File: config.mk
export PLATFORM = sky130hd
export DESIGN_NAME = customer_deposit
export DESIGN_NICKNAME = d
export VERILOG_FILES = /design/src/rtl/vm_pkg.sv /design/src/rtl/coin_decoder.sv /design/src/rtl/customer_deposit.sv
export SDC_FILE = /design/constraint.sdc
export NUM_CORES = 1
export LEC_CHECK = 0
export ABC_AREA = 0
export CAP_MARGIN = 20
export CORE_AREA = 2 2 76 78
export CTS_BUF_LIST = sky130_fd_sc_hd__clkbuf_8
export DETAILED_ROUTE_END_ITERATION = 12
export DIE_AREA = 0 0 78 80
export GPL_TIMING_DRIVEN = 0
export SLEW_MARGIN = 10
export SYNTH_ARGS = -nofsm -noshare
export SYNTH_HDL_FRONTEND = slang
export SYNTH_SLANG_ARGS = --single-unit
File: constraint.sdc
create_clock -name clk -period 2.9 [get_ports clk]
set_clock_uncertainty 0.2 [all_clocks]
set_input_delay 0.58 -clock clk [delete_from_list [all_inputs] [get_ports clk]]
set_output_delay 0.58 -clock clk [all_outputs]
set_load 0.05 [all_outputs]
File: src/rtl/vm_pkg.sv
// Shared vending-machine definitions: coin codes, FSM states, default widths.
// Used by the customer deposit path and the owner-retrieve block.
package vm_pkg;

    localparam int CREDIT_W = 5;
    localparam int ACC_W    = 7;

    localparam logic [1:0] COIN_1  = 2'b00;
    localparam logic [1:0] COIN_2  = 2'b01;
    localparam logic [1:0] COIN_5  = 2'b10;
    localparam logic [1:0] COIN_10 = 2'b11;

    typedef enum logic [1:0] {
        IDLE    = 2'd0,
        COLLECT = 2'd1,
        CHANGE  = 2'd2
    } state_t;

endpackage

File: src/rtl/coin_decoder.sv
// Combinational coin code to coin value translation.
// Purely a lookup; the caller decides whether the coin is accepted.
module coin_decoder #(
    parameter int CREDIT_W = vm_pkg::CREDIT_W
) (
    input  logic [1:0]          coinCode,
    output logic [CREDIT_W-1:0] value
);
    import vm_pkg::*;

    always_comb begin
        value = '0;
        unique case (coinCode)
            COIN_1:  value = CREDIT_W'(1);
            COIN_2:  value = CREDIT_W'(2);
            COIN_5:  value = CREDIT_W'(5);
            COIN_10: value = CREDIT_W'(10);
        endcase
    end

endmodule

File: src/rtl/customer_deposit.sv
// Customer front end: coin intake, credit, purchases, change and the
// write side of the machine sales accumulator.
module customer_deposit #(
    parameter int CREDIT_W = vm_pkg::CREDIT_W,
    parameter int ACC_W    = vm_pkg::ACC_W
) (
    input  logic                clk,
    input  logic                rst,
    input  logic                mode,
    input  logic                coinValid,
    input  logic [1:0]          coinCode,
    input  logic                buy,
    input  logic [CREDIT_W-1:0] price,
    input  logic                cancel,
    input  logic                accClear,
    input  logic                changeAck,
    output logic [CREDIT_W-1:0] credit,
    output logic [ACC_W-1:0]    machineAcc,
    output logic                vend,
    output logic                coinReject,
    output logic                changeValid,
    output logic [CREDIT_W-1:0] changeAmount,
    output logic                redLight
);
    import vm_pkg::*;

    localparam logic [CREDIT_W:0] CREDIT_MAX = {1'b0, {CREDIT_W{1'b1}}};
    localparam logic [ACC_W:0]    ACC_MAX    = {1'b0, {ACC_W{1'b1}}};

    state_t              r_state, w_state;
    logic [CREDIT_W-1:0] r_credit, w_credit;
    logic [ACC_W-1:0]    r_acc, w_acc;
    logic                r_vend, w_vend;
    logic                r_coinReject, w_coinReject;
    logic                r_changeValid, w_changeValid;
    logic [CREDIT_W-1:0] r_changeAmount, w_changeAmount;
    logic                r_redLight, w_redLight;

    logic [CREDIT_W-1:0] w_coinVal;
    logic [CREDIT_W:0]   w_coinSum;
    logic [CREDIT_W-1:0] w_remain;
    logic [ACC_W-1:0]    w_accBase;
    logic [ACC_W:0]      w_accSum;
    logic                w_collect;
    logic                w_cancel;
    logic                w_buy;
    logic                w_sale;
    logic                w_buyFail;
    logic                w_coinAcc;
    logic                w_accSat;
    logic                w_accWasSat;

    coin_decoder #(
        .CREDIT_W (CREDIT_W)
    ) u_coin_decoder (
        .coinCode (coinCode),
        .value    (w_coinVal)
    );

    // Leaving customer mode with credit held behaves exactly like cancel.
    assign w_collect = (r_state == COLLECT);
    assign w_cancel  = w_collect && (cancel || !mode);
    assign w_buy     = w_collect && buy && !w_cancel;
    assign w_sale    = w_buy && (price != '0) && (r_credit >= price);
    assign w_buyFail = w_buy && !w_sale;

    assign w_coinSum = {1'b0, r_credit} + {1'b0, w_coinVal};
    assign w_coinAcc = coinValid && mode && !buy && !cancel
                     && (r_state == IDLE || w_collect)
                     && (w_coinSum <= CREDIT_MAX);

    assign w_remain  = r_credit - price;

    // Clear is applied before the sale amount is added.
    assign w_accBase = accClear ? '0 : r_acc;
    assign w_accSum  = {1'b0, w_accBase}
                     + {{(ACC_W + 1 - CREDIT_W){1'b0}}, price};
    assign w_accWasSat = (r_acc == ACC_MAX[ACC_W-1:0]);

    always_comb begin
        w_state        = r_state;
        w_credit       = r_credit;
        w_acc          = w_accBase;
        w_vend         = 1'b0;
        w_coinReject   = coinValid && !w_coinAcc;
        w_changeValid  = r_changeValid;
        w_changeAmount = r_changeAmount;

        if (w_sale) begin
            w_acc = (w_accSum > ACC_MAX) ? ACC_MAX[ACC_W-1:0]
                                         : w_accSum[ACC_W-1:0];
        end

        unique case (r_state)
            IDLE: begin
                if (w_coinAcc) begin
                    w_credit = w_coinVal;
                    w_state  = COLLECT;
                end
            end
            COLLECT: begin
                if (w_cancel) begin
                    w_changeAmount = r_credit;
                    w_changeValid  = 1'b1;
                    w_credit       = '0;
                    w_state        = CHANGE;
                end else if (w_sale) begin
                    w_vend         = 1'b1;
                    w_changeAmount = w_remain;
                    w_changeValid  = (w_remain != '0);
                    w_credit       = '0;
                    w_state        = (w_remain != '0) ? CHANGE : IDLE;
                end else if (w_coinAcc) begin
                    w_credit = w_coinSum[CREDIT_W-1:0];
                end
            end
            CHANGE: begin
                if (changeAck) begin
                    w_changeValid  = 1'b0;
                    w_changeAmount = '0;
                    w_state        = IDLE;
                end
            end
            default: begin
                w_state = IDLE;
            end
        endcase

        w_accSat = (w_acc == ACC_MAX[ACC_W-1:0]);

        // Saturation dominates; a clear only releases it once the
        // accumulator has actually been emptied.
        if (w_accSat || w_buyFail) begin
            w_redLight = 1'b1;
        end else if (w_coinAcc || cancel || w_cancel) begin
            w_redLight = 1'b0;
        end else if (accClear && w_accWasSat) begin
            w_redLight = 1'b0;
        end else begin
            w_redLight = r_redLight;
        end
    end

    always_ff @(posedge clk or posedge rst) begin
        if (rst) begin
            r_state        <= IDLE;
            r_credit       <= '0;
            r_acc          <= '0;
            r_vend         <= 1'b0;
            r_coinReject   <= 1'b0;
            r_changeValid  <= 1'b0;
            r_changeAmount <= '0;
            r_redLight     <= 1'b0;
        end else begin
            r_state        <= w_state;
            r_credit       <= w_credit;
            r_acc          <= w_acc;
            r_vend         <= w_vend;
            r_coinReject   <= w_coinReject;
            r_changeValid  <= w_changeValid;
            r_changeAmount <= w_changeAmount;
            r_redLight     <= w_redLight;
        end
    end

    assign credit       = r_credit;
    assign machineAcc   = r_acc;
    assign vend         = r_vend;
    assign coinReject   = r_coinReject;
    assign changeValid  = r_changeValid;
    assign changeAmount = r_changeAmount;
    assign redLight     = r_redLight;

endmodule

Figure 1. Cell classes on the final placement (run 1).
The bar under the picture is 20 microns long. Fill, decap, tap and diode cells in grey.
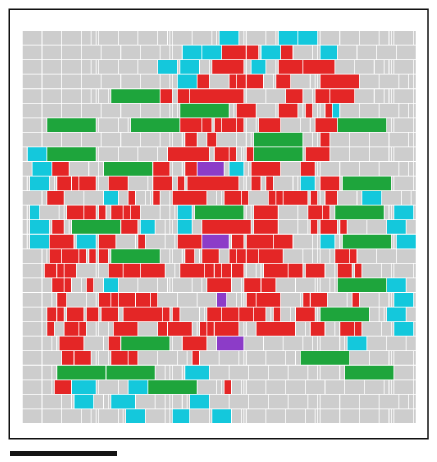
| colour | class | cells |
|---|---|---|
| cyan | other buffers and delay cells | 45 |
| red | all other logic | 169 |
| green | flip-flops | 23 |
| purple | clock drivers and dummy loads | 4 |
Rows: 27
post-route cell area: 2470 sq um
sequential cell area share: 23.3%
core outline area: 5410 sq um

Figure 2. The metal 1 layer (run 1).
Supply wires on this layer in grey.
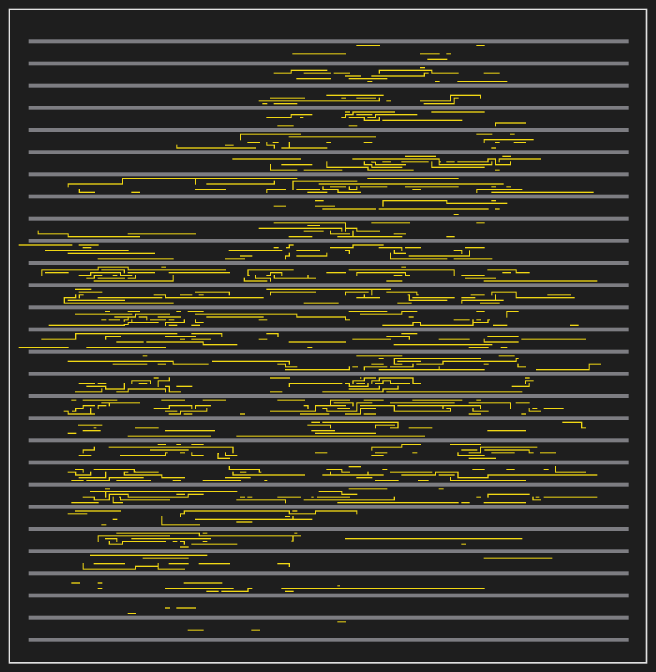
share of all routed wire: 48%
main direction: horizontal
wire length on this layer: 2140 microns
nets with wire on the layer: 245
longest straight run: 24.8 microns
Via Count: 1572
WL final: 4.45 mm
M1 GR Usage: 20.4%

==> reports/qor.yml, run 1 <==
ir_worst_vdd_uv: 441
first_iter_violations: 47
cts.clk_slew.worst_paths_ns: 0.09
dr.pass1.iters: 4
cts_made_buffers: 3
worst_hold_path.num_cells: 2
drc: 0
place_area_sq_um: 2290
buffers: 45
biggestCellCategory: "multi-input combinational cells"
r2r_end: "redLight"
hold_class: "flop to flop"
grt_max_degree: 24
ys_top_cells_by_count: "dfrtp_1, inv_1, ha_1"
grt_pass1_wl_mm: 7.45
regToRegStartpoint: "machineAcc[0]"
synth_chip_area_sq_um: 1850
nFillCells: 528
slew_viol_final: 0
async_flop_share_pct: 100
stdcell_count: 313
buf_share_pct: 17.1
fmax_ghz: 0.352
clockBufferDepth: 2
path_delay_family: "AND-OR/OR-AND gates"
crit_required_ns: 2.86
io_pins: 36
end_kind: "flop"
clkPwrFrac_pct: 11.3
place_congestion: 0.809
largest_reg_flops: 7
setup-violations-final: 0
sequential_cell_area_sq_um: 576
numSynthFlops: 23
dp_hpwl_mm: 3.34
drtAntennaViolNets: 0
arrival_ns: 2.80
area_growth_pct: 33.6
max_stage_delay_ns: 0.46
crit_chain: "clkdlybuf4s50_1 > and2_1 > ha_1 > a2111oi_4 > o21ai_4 > a21o_1 > a31oi_4 > mux2_2"
dpl.cell_count: 301
tap_cells: 72
antenna_found_initial: 0
diodes: 0
final_cell_mix: "clkdlybuf4s50_1, dfrtp_1, inv_1"
p_sw_share_pct: 47.6
synth.net_count: 229
avgSynthCellArea_sq_um: 9.53
reg2reg_depth: 10
gr-total-overflow: 0
warnings: 28
nNetsFinal: 277
startpoint_type: "primary input"
period_needed_ns: 2.84
finalPower_mw: 1.86
yosysUniqueCellTypes: 52
flops: 23
cpMaxStageDelayCell: "clkdlybuf4s50_1"
p_leak_nw: 1.12
worstSkewPairLatency_ns: 0.27
grt_pass1_vias: 1551
cts_root_buffer: "clkbuf_8"
drive_above_1_share_pct: 14.5
synthFlopType: "dfrtp_1"
htreeDepth: 1
timing.final.hold_violations: 0
timing.hold.ws_ns: 0.281
synth_area_sq_um: 1850
lay_top_count: "clkdlybuf4s50_1"
min_from: "changeAmount[3]"
syn_inst: 194
nMultiInputCombCells: 150
synth_top_cell_by_area: "dfrtp_1"
initCoreUtil_pct: 34.2
status: "finished clean"
edf_count: 0
top_cell: "dfrtp_1"
nNonClkInverters: 19
io_buffer_count: 35
ys_warn_count: 0
clock_buffer_count: 3
cts_tree: "yes"
r2r_setup_slack_ns: 0.28
Figure 3. Signal wires by layer (run 1).
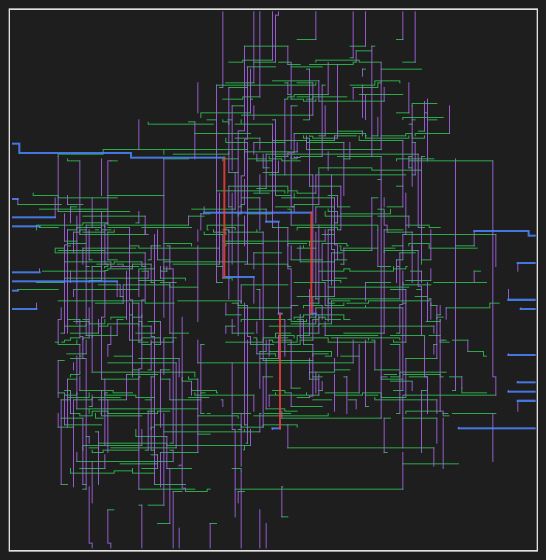
| colour | layer | wire length |
|---|---|---|
| blue | met3 | 134 microns |
| purple | met2 | 2130 microns |
| green | met1 | 2140 microns |
| red | met4 | 49.6 microns |
GRT Util Overall: 15.0%
WL/cell: 14.2 microns

Figure 4. Routed metal per tile (run 1).
The die is cut into 16 by 16 equal tiles; black is low, pale yellow is high, scaled to the fullest tile. Values are wire area over tile area, all layers added.
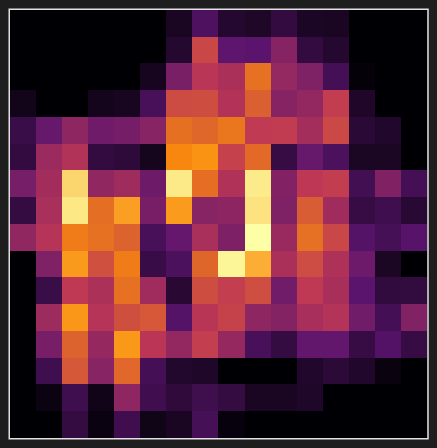
mean over tiles: 0.11
fullest tile: 0.39
nearly empty tiles: 22%
emptiest ninth of the die: upper left
tiles over half the peak: 22%
densest ninth of the die: centre

run 1: worst max path at each step:
stage / start / endpoint / slack, ns / cells after the start
floorplan: machineAcc[0] / redLight / 0.10 / 10
global placement: accClear / redLight / -0.56 / 11
detailed placement: accClear / redLight / -0.58 / 11
CTS: price[4] / redLight / 0.009 / 10
global route: coinCode[1] / credit[3] / -0.01 / 8
finish: coinCode[1] / credit[3] / 0.06 / 8
run 1: metal layers:
metal  part of all wire (%)  vias up  global-route usage [%]  wire length [microns]
met4                    1.1        0                    4.21                     49
met2                     48       23                    24.7                   2130
li1                       -      799                       -                      -
met3                    3.0        6                    2.15                    134
met5                      0        -                       0                      0
met1                     48      744                    20.4                   2140
run 1: power groups by stage:
stage          combinational (mW)  clock [mW]  sequential (mW)
4_1_cts                      1.15       0.219            0.486
3_3_place_gp                 1.11           0            0.489
2_1_floorplan               0.598           0            0.707
6_report                     1.17       0.211            0.482
3_5_place_dp                 1.11           0            0.492
5_1_grt                      1.28       0.231            0.498
run 1: repair_timing:
item / CTS / global route
setup endpoints to repair: 13 / 11
pin swaps: 1 / 5
resized: 10 / 15
buffers inserted: 2 / 6
run 1: stage by stage:
| stage | TNS (ns) | utilization (%) | setup WS, ns |
|---|---|---|---|
| after global routing | -0.0336 | 45.7 | -0.0134 |
| final | 0 | 45.7 | 0.0623 |
| after CTS | 0 | 44.1 | 0.00921 |
| after floorplan | 0 | - | 0.102 |
| after detailed placement | -7.08 | 42.4 | -0.577 |
| after global placement | -6.97 | 42.4 | -0.560 |
run 1: kinds of logic after synthesis:
logic type      after synthesis  share of synthesized area (%)
fa+ha+maj                    20                           14.7
mux                           7                           4.26
compound gates               55                           24.3
buf+inv                      21                           4.40
flops                        23                           31.1
simple gates                 62                           18.3
xor+xnor                      6                           2.84
## Run 2: what changed since run 1
--- a/config.mk
+++ b/config.mk
@@ -7,12 +7,13 @@
 export LEC_CHECK = 0
 export ABC_AREA = 0
 export CAP_MARGIN = 20
-export CORE_AREA = 2 2 76 78
+export CORE_AREA = 2 2 77 79
 export CTS_BUF_LIST = sky130_fd_sc_hd__clkbuf_8
 export DETAILED_ROUTE_END_ITERATION = 12
-export DIE_AREA = 0 0 78 80
+export DIE_AREA = 0 0 79 81
 export GPL_TIMING_DRIVEN = 0
 export SLEW_MARGIN = 10
 export SYNTH_ARGS = -nofsm -noshare
 export SYNTH_HDL_FRONTEND = slang
+export SYNTH_HIERARCHICAL = 1
 export SYNTH_SLANG_ARGS = --single-unit
Figure 5. Routed metal per tile (run 2).
The die is cut into 16 by 16 equal tiles; black is low, pale yellow is high, scaled to the fullest tile. Values are wire area over tile area, all layers added.
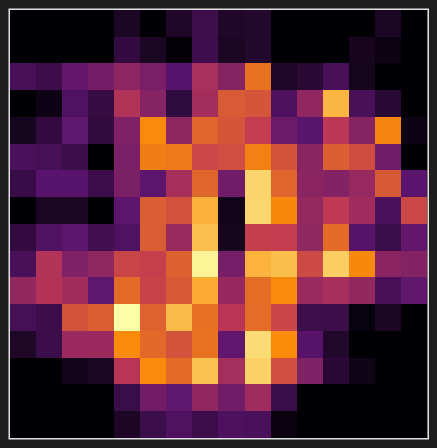
tiles over half the peak: 26%
densest ninth of the die: centre
mean over tiles: 0.11
nearly empty tiles: 21%
fullest tile: 0.36
WL/cell: 14.3 microns
GRT Util Overall: 14.9%
WL final: 4.54 mm
Via Count: 1581

==> reports/qor.yml, run 2 <==
yosysUniqueCellTypes: 51  # -1.9%
area_growth_pct: 28.5
numSynthFlops: 23  # unchanged
initCoreUtil_pct: 33.5  # -0.68 points
finalPower_mw: 1.99  # +6.9%
nFillCells: 592  # +12%
final_cell_mix: "clkdlybuf4s50_1, inv_1, dfrtp_1"
worstSkewPairLatency_ns: 0.28  # about the same
period_needed_ns: 2.78  # -0.0566 ns
ir_worst_vdd_uv: 431  # -2.1%
path_delay_family: "AND-OR/OR-AND gates"
crit_fanout: 5
max_slew_margin_pct: 38.9
final_core_util_pct: 43.1  # -2.6 points
cts_tree: "yes"
io_pins: 36  # unchanged
yosys-top-cells-area: "dfrtp_1, ha_1, mux2_2"
startpoint_type: "primary input"
ys_sh_adder_pct: 15.0  # +0.24 points
arrival_ns: 2.75  # -0.05 ns
synth.net_count: 240  # +4.8%
compound_area_share_pct: 18.5  # -5.8 points
slew_viol_final: 0  # unchanged
cp_num_buf_inv: 2
syn_inst: 204  # +5.2%
fp.dieH_microns: 81
end_kind: "flop"
gr-total-overflow: 0  # unchanged
critPathMostFrequentCell: "a31oi_4"
grt_pass1_wl_mm: 7.50  # +0.64%
fmax_ghz: 0.360  # +2.0%
dr.pass1.iters: 4  # unchanged
rsz0062_at_grt: "no"
clockBufferDepth: 2  # unchanged
stdcell_count: 318  # +1.6%
warnings: 28  # unchanged
timing.final.hold_violations: 0  # unchanged
synth_chip_area_sq_um: 1900  # +2.9%
synth.area.mux_share_pct: 10.5  # +6.3 points
synth_top_cell_by_area: "dfrtp_1"
timing.hold.ws_ns: 0.316  # +0.0348 ns
worstSetupPathType: "primary input to flop"
grt_pass1_vias: 1590  # +2.5%
worst_hold_path.num_cells: 1  # -1
p_leak_nw: 1.10  # -1.8%
drc: 0  # unchanged
dpl.cell_count: 314  # +4.3%
yosysTopAreaCellShare_pct: 30.2
cts_root_buffer: "clkbuf_8"
drive_above_1_share_pct: 14.0  # -0.53 points
antenna_found_initial: 0  # unchanged
p_per_area_nw_per_um2: 815
die-area_sq_um: 6400
synthFlopType: "dfrtp_1"
ys_seq_share_pct: 30.2
lay_top_count: "clkdlybuf4s50_1"
cts.clk_slew.worst_paths_ns: 0.09  # about the same
maxCapViolations: 0
num_rows: 28  # +3.7%
max_stage_delay_ns: 0.52  # +0.06 ns
largest_reg_flops: 7  # unchanged
nNetsFinal: 280  # +1.1%
io_buffer_count: 35  # unchanged
synth-simple-area-share_pct: 14.5  # -3.8 points
first_iter_violations: 49  # +4.3%
cp.depth: 8  # unchanged
logic_family: "AND-OR/OR-AND gates"
setup-violations-final: 0  # unchanged
clkSinkCount: 23
synthXorXnorAreaFrac_pct: 4.14  # +1.3 points
ctsHoldBuffers: 0
place_congestion: 0.877  # +8.3%
htreeDepth: 1  # unchanged
ys_top_cells_by_count: "inv_1, dfrtp_1, nor2_1"
edf_count: 0  # unchanged
diodes: 0  # unchanged
reg2reg_depth: 10  # unchanged
core_area_sq_um: 5680  # +5.0%
drtAntennaViolNets: 0  # unchanged
min_period_over_period_pct: 95.9
crit_required_ns: 2.87  # about the same
async_flop_share_pct: 100  # unchanged
grt_max_degree: 24  # unchanged
cpMaxStageDelayCell: "clkdlybuf4s50_1"
cts_made_buffers: 3  # unchanged
dp_hpwl_mm: 3.54  # +6.1%
die_x_microns: 79
post_cts_buffers: 0  # -2
hold_class: "flop to flop"
top_cell: "inv_1"
avgSynthCellArea_sq_um: 9.33  # -2.1%
status: "finished clean"
synth_area_sq_um: 1900  # +2.9%
synth_stat.cells: 204
crit_chain: "clkdlybuf4s50_1 > inv_1 > ha_1 > a21o_1 > a31oi_4 > o21bai_4 > a31oi_4 > mux2_2"
ys_warn_count: 6  # +6
tightest_slew_ns: 0.916
vias_per_cell: 4.97
run 2: cell type report:
cell class                 instances  area, sq um  share of cell area, %
sequential                        23          576                   23.5
tap                               75         93.8                   3.84
clock inverter                     1         5.00                  0.205
timing repair buffer              35          343                   14.0
buffer                             6         40.0                   1.64
clock buffer                       3         41.3                   1.69
multi-input combinational        150         1250                   51.2
inverter                          25         93.8                   3.84
run 2: logic make-up (layout without fill, tap and decap cells):
group,after synthesis,in the layout
AND-OR/OR-AND,50,50
XOR/XNOR,9,9
adder cells (fa/ha/maj),21,21
buffers and inverters,31,70
flip-flops,23,23
multiplexers,18,18
other,1,1
AND/OR/NAND/NOR,51,51
run 2: where the power goes:
part	switching (mW)	internal, mW
Combinational	0.729	0.547
Clock	0.117	0.0965
Sequential	0.0936	0.409
run 2: timing repair:
item / in CTS / in global routing
pin swaps: 1 / 2
resized: 12 / 5
endpoints found under the setup margin: 17 / 8
run 2: path summary, 6_finish.rpt:
path / from / to / slack [ns]
worst min-delay path: changeAmount[0] / changeAmount[0] / 0.32
worst max register to register: machineAcc[0] / redLight / 0.23
worst max-delay path: price[4] / credit[3] / 0.12
worst min register to register: changeAmount[0] / changeAmount[0] / 0.32
max in group asynchronous: rst / changeAmount[4] / 1.34
min in group asynchronous: rst / changeAmount[3] / 0.59
run 2: per-layer routing:
layer	wire [microns]	share of wire [%]	up-vias	global-route usage, %
met2	2070	46	29	24.7
met3	177	3.9	6	2.89
li1	-	-	792	-
met1	2240	49	754	20.2
met5	0	0	-	0
met4	52	1.1	0	3.10
run 2: metrics by stage:
step	area [sq um]	setup WS, ns	setup TNS [ns]
after floorplan	1900	0.0569	0
after global placement	2350	-0.682	-7.67
after detailed placement	2350	-0.699	-8.01
after CTS	2430	0.0328	0
after global routing	2440	0.0216	0
final	2440	0.119	0
## Run 3: what changed since run 2
--- a/config.mk
+++ b/config.mk
@@ -17,3 +17,4 @@
 export SYNTH_HDL_FRONTEND = slang
 export SYNTH_HIERARCHICAL = 1
 export SYNTH_SLANG_ARGS = --single-unit
+export TNS_END_PERCENT = 50
Figure 6. Cell placement (run 3).
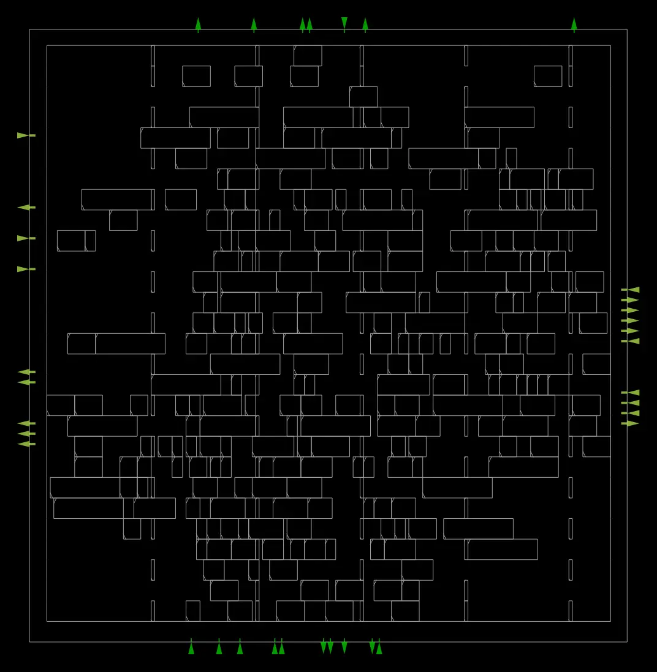
fillers: 592
core outline area: 5680 sq um
Finished Layout Cells: 318
Rows: 28

==> reports/qor.yml, run 3 <==
status: "finished clean"
top_cell: "inv_1"
drc: 0  # unchanged
ys_seq_share_pct: 30.2  # unchanged
synthFlopType: "dfrtp_1"
arrival_ns: 2.75  # about the same
nNetsFinal: 280  # unchanged
critPathMostFrequentCell: "a31oi_4"
cts_tree: "yes"
initCoreUtil_pct: 33.5  # unchanged
synth_stat.cells: 204  # unchanged
drtAntennaViolNets: 0  # unchanged
dr.pass1.iters: 4  # unchanged
clkSinkCount: 23  # unchanged
min_period_over_period_pct: 95.9  # unchanged
tightest_slew_ns: 0.916  # unchanged
htreeDepth: 1  # unchanged
final.setup.worst_slack_ns: 0.119  # unchanged
cts.clk_slew.worst_paths_ns: 0.09  # about the same
ir_worst_vdd_uv: 431  # unchanged
crit_fanout: 5  # unchanged
r2r_setup_slack_ns: 0.23  # about the same
maxCapViolations: 0  # unchanged
crit_chain: "clkdlybuf4s50_1 > inv_1 > ha_1 > a21o_1 > a31oi_4 > o21bai_4 > a31oi_4 > mux2_2"
timing.final.hold_violations: 0  # unchanged
synth_area_sq_um: 1900  # unchanged
finalPower_mw: 1.99  # unchanged
grt_pass1_wl_mm: 7.50  # unchanged
final_cell_mix: "clkdlybuf4s50_1, inv_1, dfrtp_1"
min_from: "changeAmount[0]"
path_delay_family: "AND-OR/OR-AND gates"
cp.depth: 8  # unchanged
largest_reg_flops: 7  # unchanged
crit_required_ns: 2.87  # about the same
p_per_area_nw_per_um2: 815  # unchanged
yosys-top-cells-area: "dfrtp_1, ha_1, mux2_2"
io_pins: 36  # unchanged
post_drt_wl_per_cell_microns: 14.3  # unchanged
synth_top_cell_by_area: "dfrtp_1"
syn_inst: 204  # unchanged
dpl_worst_slack_ns: -0.699  # unchanged
place_congestion: 0.877  # unchanged
end_kind: "flop"
regToRegStartpoint: "machineAcc[0]"
gr-total-overflow: 0  # unchanged
startpoint_type: "primary input"
worstSkewPairLatency_ns: 0.28  # about the same
whs_endpoint: "changeAmount[0]"
avgSynthCellArea_sq_um: 9.33  # unchanged
warnings: 28  # unchanged
hold_class: "flop to flop"
synth_chip_area_sq_um: 1900  # unchanged
setup-violations-final: 0  # unchanged
ctsHoldBuffers: 0  # unchanged
lay_top_count: "clkdlybuf4s50_1"
cpMaxStageDelayCell: "clkdlybuf4s50_1"
ys_warn_count: 6  # unchanged
worst_hold_path.num_cells: 1  # unchanged
cp_num_buf_inv: 2  # unchanged
drt_wl_total_mm: 4.54  # unchanged
yosysUniqueCellTypes: 51  # unchanged
die-area_sq_um: 6400  # unchanged
fmax_ghz: 0.360  # unchanged
grt_max_degree: 24  # unchanged
drive_above_1_share_pct: 14.0  # unchanged
yosysTopAreaCellShare_pct: 30.2  # unchanged
max_stage_delay_ns: 0.52  # about the same
area_growth_pct: 28.5  # unchanged
vias: 1581  # unchanged
diodes: 0  # unchanged
first_iter_violations: 49  # unchanged
grt_pass1_vias: 1590  # unchanged
rsz0062_at_grt: "no"
async_flop_share_pct: 100  # unchanged
max_slew_margin_pct: 38.9  # unchanged
dp_hpwl_mm: 3.54  # unchanged
slew_viol_final: 0  # unchanged
clockBufferDepth: 2  # unchanged
place_area_sq_um: 2350  # unchanged
r2r_end: "redLight"
synth.net_count: 240  # unchanged
antenna_found_initial: 0  # unchanged
grtUsageTotal_pct: 14.9  # unchanged
io_buffer_count: 35  # unchanged
fp.dieH_microns: 81  # unchanged
p_leak_nw: 1.10  # unchanged
period_needed_ns: 2.78  # unchanged
die_x_microns: 79  # unchanged
ys_top_cells_by_count: "inv_1, dfrtp_1, nor2_1"
cts_root_buffer: "clkbuf_8"
postLayoutCellArea_sq_um: 2440  # unchanged
reg2reg_depth: 10  # unchanged
numSynthFlops: 23  # unchanged
fin_tns_setup_ns: 0  # unchanged
worstSetupPathType: "primary input to flop"
vias_per_cell: 4.97  # unchanged
cts_made_buffers: 3  # unchanged
edf_count: 0  # unchanged
## run 3: what timing repair did
action                     4_1_cts  5_1_grt
setup buffers                    0        0
pin swaps                        1        2
hold endpoints to repair         0        0
setup endpoints to repair       17        8
gates resized                   12        5
gates cloned                     0        0
## run 3: cell families after synthesis
logic type	count (synthesis)	share of synthesized area, %
other cells	1	0.197
compound gates	50	18.5
simple gates	51	14.5
xor+xnor	9	4.14
mux	18	10.5
flops	23	30.2
buf+inv	31	6.90
fa+ha+maj	21	15.0
## run 3: report_power, final
part | internal, mW | leakage (nW) | switching (mW)
combinational | 0.547 | 0.779 | 0.729
sequential | 0.409 | 0.297 | 0.0936
clock | 0.0965 | 0.0255 | 0.117
total | 1.05 | 1.10 | 0.939
## run 3: worst max path at each step
stage	from	endpoint	slack, ns
finish	price[4]	credit[3]	0.12
global route	price[2]	credit[2]	0.02
detailed placement	accClear	redLight	-0.70
floorplan	machineAcc[0]	redLight	0.06
CTS	accClear	redLight	0.03
global placement	accClear	redLight	-0.68
## run 3: cell type report
type	count	area (sq um)	share of cell area [%]
multi-input combinational	150	1250	51.2
inverter	25	93.8	3.84
tap	75	93.8	3.84
timing repair buffer	35	343	14.0
clock inverter	1	5.00	0.205
buffer	6	40.0	1.64
clock buffer	3	41.3	1.69
sequential	23	576	23.5
## run 3: metrics by stage
stage	hold slack, ns	cells	utilization [%]
global route	0.345	318	43.1
global placement	0.290	314	41.4
floorplan	0.339	204	-
detailed placement	0.301	314	41.4
finish	0.316	318	43.1
CTS	0.322	318	42.8
## run 3: layer usage
layer	wire length, microns	GRT usage [%]	part of all wire [%]
met4	52	3.10	1.1
met1	2240	20.2	49
met5	0	0	0
met2	2070	24.7	46
met3	177	2.89	3.9
Power figures rest on the tool's default switching activity, not on a simulated workload.
